Sequential cells colored by netlist name:
Scale bar: 50 um. Other sequential cells in the stronger gray, the rest of the logic in the fainter gray.
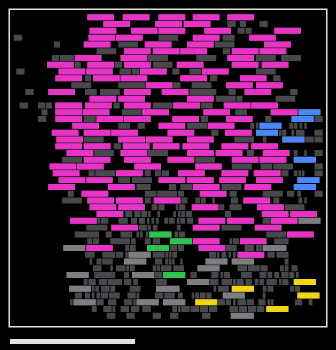
Routing congestion:
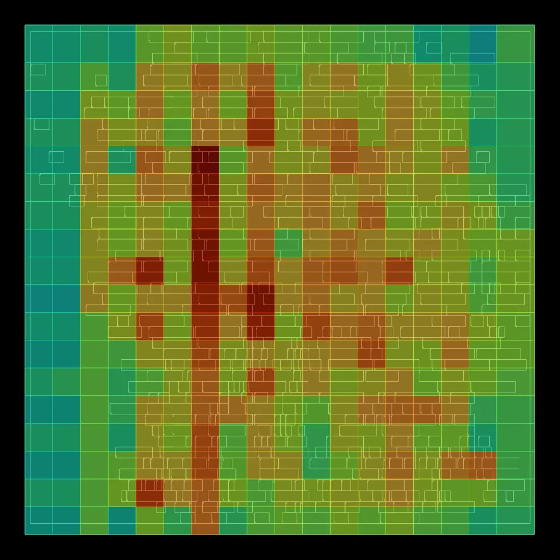
The metal 2 layer:
Scale bar: 50 um.
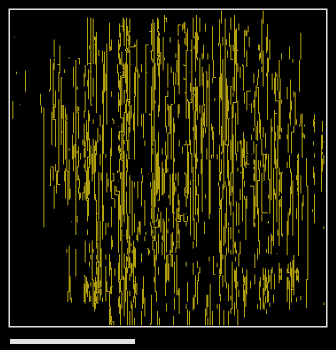
The metal 3 layer:
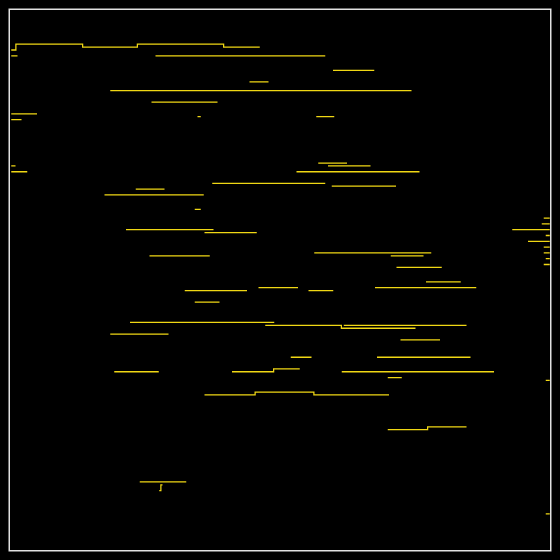
--- src/rtl/uart_rx_fifo_if.sv ---
// Bundles the UART receive-side inputs and the consumer read/status signals of uart_rx_fifo.
// The FIFO uses the slave view; whatever drives the receiver and consumer side uses master.
interface uart_rx_fifo_if #(
  parameter int DATA_W = 8,
  parameter int ADDR_W = 4
);
  logic [1:0]        parity_type;
  logic [DATA_W-1:0] rx_data;
  logic              rx_flag;
  logic              rx_parity;
  logic              rd_en;
  logic              err_clr;
  logic [DATA_W-1:0] rd_data;
  logic              rd_err;
  logic              rd_valid;
  logic              empty;
  logic              full;
  logic [ADDR_W:0]   count;
  logic              overrun;
  logic [7:0]        parity_err_cnt;

  modport slave (
    input  parity_type, rx_data, rx_flag, rx_parity, rd_en, err_clr,
    output rd_data, rd_err, rd_valid, empty, full, count, overrun, parity_err_cnt
  );

  modport master (
    output parity_type, rx_data, rx_flag, rx_parity, rd_en, err_clr,
    input  rd_data, rd_err, rd_valid, empty, full, count, overrun, parity_err_cnt
  );
endinterface

--- src/rtl/uart_rx_fifo.sv ---
// Receive-side FIFO behind the UART: edge-detects the done flag, checks parity,
// stores {perr, byte} and reports fill level, overrun and a saturating parity-error count.
module uart_rx_fifo #(
  parameter int DATA_W = 8,
  parameter int DEPTH  = 16,
  parameter int ADDR_W = 4
) (
  input logic          clk,
  input logic          reset,
  uart_rx_fifo_if.slave bus
);
  localparam logic [ADDR_W:0] FULL_CNT = (ADDR_W+1)'(DEPTH);

  logic [DATA_W:0]   mem [DEPTH];
  logic [ADDR_W-1:0] wr_ptr, rd_ptr;
  logic [ADDR_W:0]   count_r, count_nxt;
  logic              empty_r, full_r, rx_flag_q;
  logic              rd_valid_r, rd_err_r, overrun_r;
  logic [DATA_W-1:0] rd_data_r;
  logic [7:0]        perr_cnt_r;
  logic              wr, rd, push, perr;

  function automatic logic parity_fail(input logic [1:0] mode,
                                       input logic [DATA_W-1:0] data,
                                       input logic par);
    case (mode)
      2'b10:   return par != (^data);
      2'b01:   return par != (~^data);
      default: return 1'b0;
    endcase
  endfunction

  function automatic logic [7:0] sat_inc(input logic [7:0] v);
    return (v == 8'hFF) ? v : v + 8'd1;
  endfunction

  // A read on a full FIFO frees the slot the coincident write lands in.
  assign wr   = bus.rx_flag & ~rx_flag_q;
  assign rd   = bus.rd_en & ~empty_r;
  assign push = wr & (~full_r | rd);
  assign perr = parity_fail(bus.parity_type, bus.rx_data, bus.rx_parity);

  always_comb begin
    count_nxt = count_r;
    case ({push, rd})
      2'b10:   count_nxt = count_r + 1'b1;
      2'b01:   count_nxt = count_r - 1'b1;
      default: count_nxt = count_r;
    endcase
  end

  always_ff @(posedge clk) begin
    if (push) mem[wr_ptr] <= {perr, bus.rx_data};
  end

  always_ff @(posedge clk or negedge reset) begin
    if (!reset) begin
      wr_ptr     <= '0;
      rd_ptr     <= '0;
      count_r    <= '0;
      empty_r    <= 1'b1;
      full_r     <= 1'b0;
      rx_flag_q  <= 1'b1;
      rd_data_r  <= '0;
      rd_err_r   <= 1'b0;
      rd_valid_r <= 1'b0;
      overrun_r  <= 1'b0;
      perr_cnt_r <= '0;
    end else begin
      rx_flag_q  <= bus.rx_flag;
      rd_valid_r <= rd;
      count_r    <= count_nxt;
      empty_r    <= (count_nxt == '0);
      full_r     <= (count_nxt == FULL_CNT);
      if (push) wr_ptr <= wr_ptr + 1'b1;
      if (rd) begin
        rd_ptr    <= rd_ptr + 1'b1;
        rd_data_r <= mem[rd_ptr][DATA_W-1:0];
        rd_err_r  <= mem[rd_ptr][DATA_W];
      end
      // Set/increment events take priority over a coincident clear.
      if (wr && !push)   overrun_r <= 1'b1;
      else if (bus.err_clr) overrun_r <= 1'b0;
      if (push && perr)  perr_cnt_r <= bus.err_clr ? 8'd1 : sat_inc(perr_cnt_r);
      else if (bus.err_clr) perr_cnt_r <= '0;
    end
  end

  assign bus.rd_data        = rd_data_r;
  assign bus.rd_err         = rd_err_r;
  assign bus.rd_valid       = rd_valid_r;
  assign bus.empty          = empty_r;
  assign bus.full           = full_r;
  assign bus.count          = count_r;
  assign bus.overrun        = overrun_r;
  assign bus.parity_err_cnt = perr_cnt_r;
endmodule
--- src/flat_wrapper.sv ---
// flat-port wrapper written by rule: the top's interface ports become plain ports
module uart_rx_fifo_flat 
#(
  parameter int DATA_W = 8,
  parameter int DEPTH  = 16,
  parameter int ADDR_W = 4
)
  (clk, reset, bus_parity_type, bus_rx_data, bus_rx_flag, bus_rx_parity, bus_rd_en, bus_err_clr, bus_rd_data, bus_rd_err, bus_rd_valid, bus_empty, bus_full, bus_count, bus_overrun, bus_parity_err_cnt);
  uart_rx_fifo_if #(.DATA_W(DATA_W), .ADDR_W(ADDR_W)) bus_i ();
  input logic clk;
  input logic reset;
  input wire logic [$bits(bus_i.parity_type)-1:0] bus_parity_type;
  input wire logic [$bits(bus_i.rx_data)-1:0] bus_rx_data;
  input wire logic [$bits(bus_i.rx_flag)-1:0] bus_rx_flag;
  input wire logic [$bits(bus_i.rx_parity)-1:0] bus_rx_parity;
  input wire logic [$bits(bus_i.rd_en)-1:0] bus_rd_en;
  input wire logic [$bits(bus_i.err_clr)-1:0] bus_err_clr;
  output wire logic [$bits(bus_i.rd_data)-1:0] bus_rd_data;
  output wire logic [$bits(bus_i.rd_err)-1:0] bus_rd_err;
  output wire logic [$bits(bus_i.rd_valid)-1:0] bus_rd_valid;
  output wire logic [$bits(bus_i.empty)-1:0] bus_empty;
  output wire logic [$bits(bus_i.full)-1:0] bus_full;
  output wire logic [$bits(bus_i.count)-1:0] bus_count;
  output wire logic [$bits(bus_i.overrun)-1:0] bus_overrun;
  output wire logic [$bits(bus_i.parity_err_cnt)-1:0] bus_parity_err_cnt;
  assign bus_i.parity_type = bus_parity_type;
  assign bus_i.rx_data = bus_rx_data;
  assign bus_i.rx_flag = bus_rx_flag;
  assign bus_i.rx_parity = bus_rx_parity;
  assign bus_i.rd_en = bus_rd_en;
  assign bus_i.err_clr = bus_err_clr;
  assign bus_rd_data = bus_i.rd_data;
  assign bus_rd_err = bus_i.rd_err;
  assign bus_rd_valid = bus_i.rd_valid;
  assign bus_empty = bus_i.empty;
  assign bus_full = bus_i.full;
  assign bus_count = bus_i.count;
  assign bus_overrun = bus_i.overrun;
  assign bus_parity_err_cnt = bus_i.parity_err_cnt;
  uart_rx_fifo #(.DATA_W(DATA_W), .DEPTH(DEPTH), .ADDR_W(ADDR_W)) u_core (.clk(clk), .reset(reset), .bus(bus_i));
endmodule
--- config.mk ---
export PLATFORM = sky130hd
export DESIGN_NAME = uart_rx_fifo_flat
export DESIGN_NICKNAME = d
export VERILOG_FILES = /design/src/rtl/uart_rx_fifo_if.sv /design/src/rtl/uart_rx_fifo.sv /design/src/flat_wrapper.sv
export SDC_FILE = /design/constraint.sdc
export NUM_CORES = 1
export LEC_CHECK = 0
export CAP_MARGIN = 30
export CORE_MARGIN = 1
export CORE_UTILIZATION = 47
export CTS_BUF_LIST = sky130_fd_sc_hd__clkbuf_8
export DETAILED_ROUTE_END_ITERATION = 12
export PLACE_DENSITY = 0.68
export SLEW_MARGIN = 5
export SYNTH_ARGS = -nofsm -noshare
export SYNTH_HDL_FRONTEND = slang
export SYNTH_SLANG_ARGS = --single-unit
--- constraint.sdc ---
create_clock -name clk -period 3.2 [get_ports clk]
set_input_delay 0.64 -clock clk [delete_from_list [all_inputs] [get_ports clk]]
set_output_delay 0.64 -clock clk [all_outputs]
set_load 0.05 [all_outputs]
==> Slide: Implementation Results <==
Synthesis and Place & Route Summary

Synthesis
  • Synth top area share: 59.18%
  • Top-count cell post-synth: edfxtp_1
  • Cell Area, Synth: between 7000 and 8000 um^2
  • Yosys top cell by area: edfxtp_1
  • Synth area leaders: edfxtp_1 (59%), dfrtp_1 (11%), mux4_2 (11%), ha_1 (1.9%), xnor2_1 (1.6%)
  • Top cells by count, synth: edfxtp_1 (144), mux4_2 (36), dfrtp_1 (33), nand2_1 (24), nor2_1 (24)
  • Syn Nets: ~440
  • Yosys warning count: 0
  • Gate Count Post-Synth: 409
  • Yosys stat chip area: around 7300 um^2
  • # Cells Yosys: 409
  • Cell Type Count: 48

Timing
  • Min Hold Slack: 0.2541 ns
  • Clock Skews: around 0.0097 ns
  • RSZ-0062 raised after global routing: false
  • Setup TNS: 0 ns
  • Setup WS post-layout: about 0.56 ns
  • Fin crit share: around 83%
  • Final Hold Fails: 0

Worst setup path
  • Critical Path AT: 3.05 ns
  • FF-to-FF setup slack: 0.59 ns
  • R2R cell count: 12
  • Crit-path max FO: 3
  • Required @ worst endpoint: 3.60 ns
  • CP startpoint: bus_rx_flag
  • Critical path capture point type: flop
  • Crit path kind: in2reg

Run status
  • Status: finished clean

Min path
  • Hold Path Class: in2async

Pwr
  • Worst vdd ir: 0.4146 mV
  • Power, Total: 6954 uW
  • Leakage: 0.002970 uW

Cells and area
  • Most flops, register: u_core.mem
  • Antenna diode count: 0
  • Final Cell Area: roughly 8600 um^2
  • Fillcell total: 1174
  • Nets: 514
  • Max reg flops: 144
  • Share of cells above drive strength 1: about a quarter
  • Final std cells w/o fill: between 600 and 700

GRT
  • Global-route wire length before repair: ~22000 um
  • Total track usage: a little under a fifth
  • Total congestion overflow: 0
  • Vias in the first global route: 3962
  • Pin count of the biggest net entering global routing: 40

Route
  • Drt via density: 5.567
  • DRC Markers: 0
  • Final WL: 14120 um
  • Post-DRT Antenna Nets: 0
  • Starting DRC count in detailed routing: about 310

Placed design
  • Dpl hpwl: 9220 um
  • PortBufs: 41
  • Placement Setup Slack: -0.001609 ns
  • GP Congestion: 0.7379

Run
  • Log Warnings: 30
  • Max Cap Viol: 0

Floorplan
  • Top Ports: 42
  • Cell Rows: 45
  • Total core area: 15200 um^2
  • Die Area: around 16000 um^2

Clock tree
  • CTS tree: yes
  • Clk_lat worst skew: about 0.47 ns
  • CTS max path bufs: 2
  • Setup Fix Bufs, Post-CTS: 0
  • Clock root buffer: clkbuf_8
  • Clock buffer count from CTS: 17
  • # resized after CTS: 0
Back to the opening pictures, 'sequential cells colored by netlist name':
- magenta: u_core.mem (placed flops 144)
- blue: u_core.bus.rd_data (placed flops 8; where right middle)
- green: u_core.wr_ptr (placed flops 4; where bottom middle)
- yellow: u_core.bus.count (placed flops 5; where bottom right)

Back to the opening pictures, 'routing congestion':
met3 Use GR: 3.838%
final core occ: 56.40%
GRT busiest layer: met2
met1 GRT Util: 27.05%
wire length per cell: 20.52 um

Back to the opening pictures, 'the metal 2 layer':
- wire length on this layer: 7040 um
- longest straight run: 70.0 um
- nets with wire on the layer: 464
- main direction: vertical

Back to the opening pictures, 'the metal 3 layer':
- share of all routed wire: 5.7%
- wire length on this layer: 798 um

cells by family (layout without fill, tap and decap cells):
kind of cell / count (synthesis) / after routing / share of synthesized area [%]
flops: 179 / 179 / 71.20
fa+ha+maj: 11 / 11 / 1.884
buf+inv: 27 / 118 / 1.507
compound gates: 47 / 47 / 4.487
xor+xnor: 23 / 23 / 3.425
simple gates: 83 / 83 / 5.959
mux: 39 / 39 / 11.54
layout make-up:
cell class | instances | area (um^2) | share of cell area, %
flip-flops and latches | 179 | 5204 | 60.70
clock buffers | 17 | 234.0 | 2.729
inverters | 8 | 30.03 | 0.3503
clock inverters | 15 | 192.7 | 2.248
well taps | 188 | 235.2 | 2.744
repair buffers | 78 | 683.2 | 7.968
multi-input cells | 203 | 1994 | 23.26
layout by cell type, fill, tap and decap left out, drive strengths merged, types with 3 or more instances in the layout:
cell type,instances
nor2,24
edfxtp,144
a21oi,5
nand2,24
ha,11
nor2b,7
clkinvlp,3
o21ai,15
buf,38
and3,3
nand2b,6
clkbuf,17
a22o,9
a221oi,9
xor2,6
mux4,36
clkdlybuf4s50,40
nor3,5
dfrtp,33
inv,15
xnor2,16
clkinv,3
nand4,4
routing by layer:
layer / global-route usage [%] / wire length (um) / up-vias
met5: 0 / 0 / -
met4: 7.353 / 156 / 0
li1: - / - / 1760
met1: 27.05 / 6119 / 1953
met3: 3.838 / 798 / 13
met2: 29.80 / 7043 / 104
worst max-delay path, stage by stage:
cell,delay (ns)
clkdlybuf4s50_1,0.48
nand2b_1,0.08
a21oi_1,0.18
inv_1,0.09
ha_1,0.23
xor2_1,0.16
ha_1,0.22
a21oi_1,0.16
xor2_1,0.17
nor2_1,0.07
xor2_1,0.16
a211o_1,0.30
nor2b_1,0.11
report_power, final:
part           internal [uW]  switching, uW
Sequential              2790            248
Clock                    731            884
Combinational           1040           1260
Power figures rest on the tool's default switching activity, not on a simulated workload.
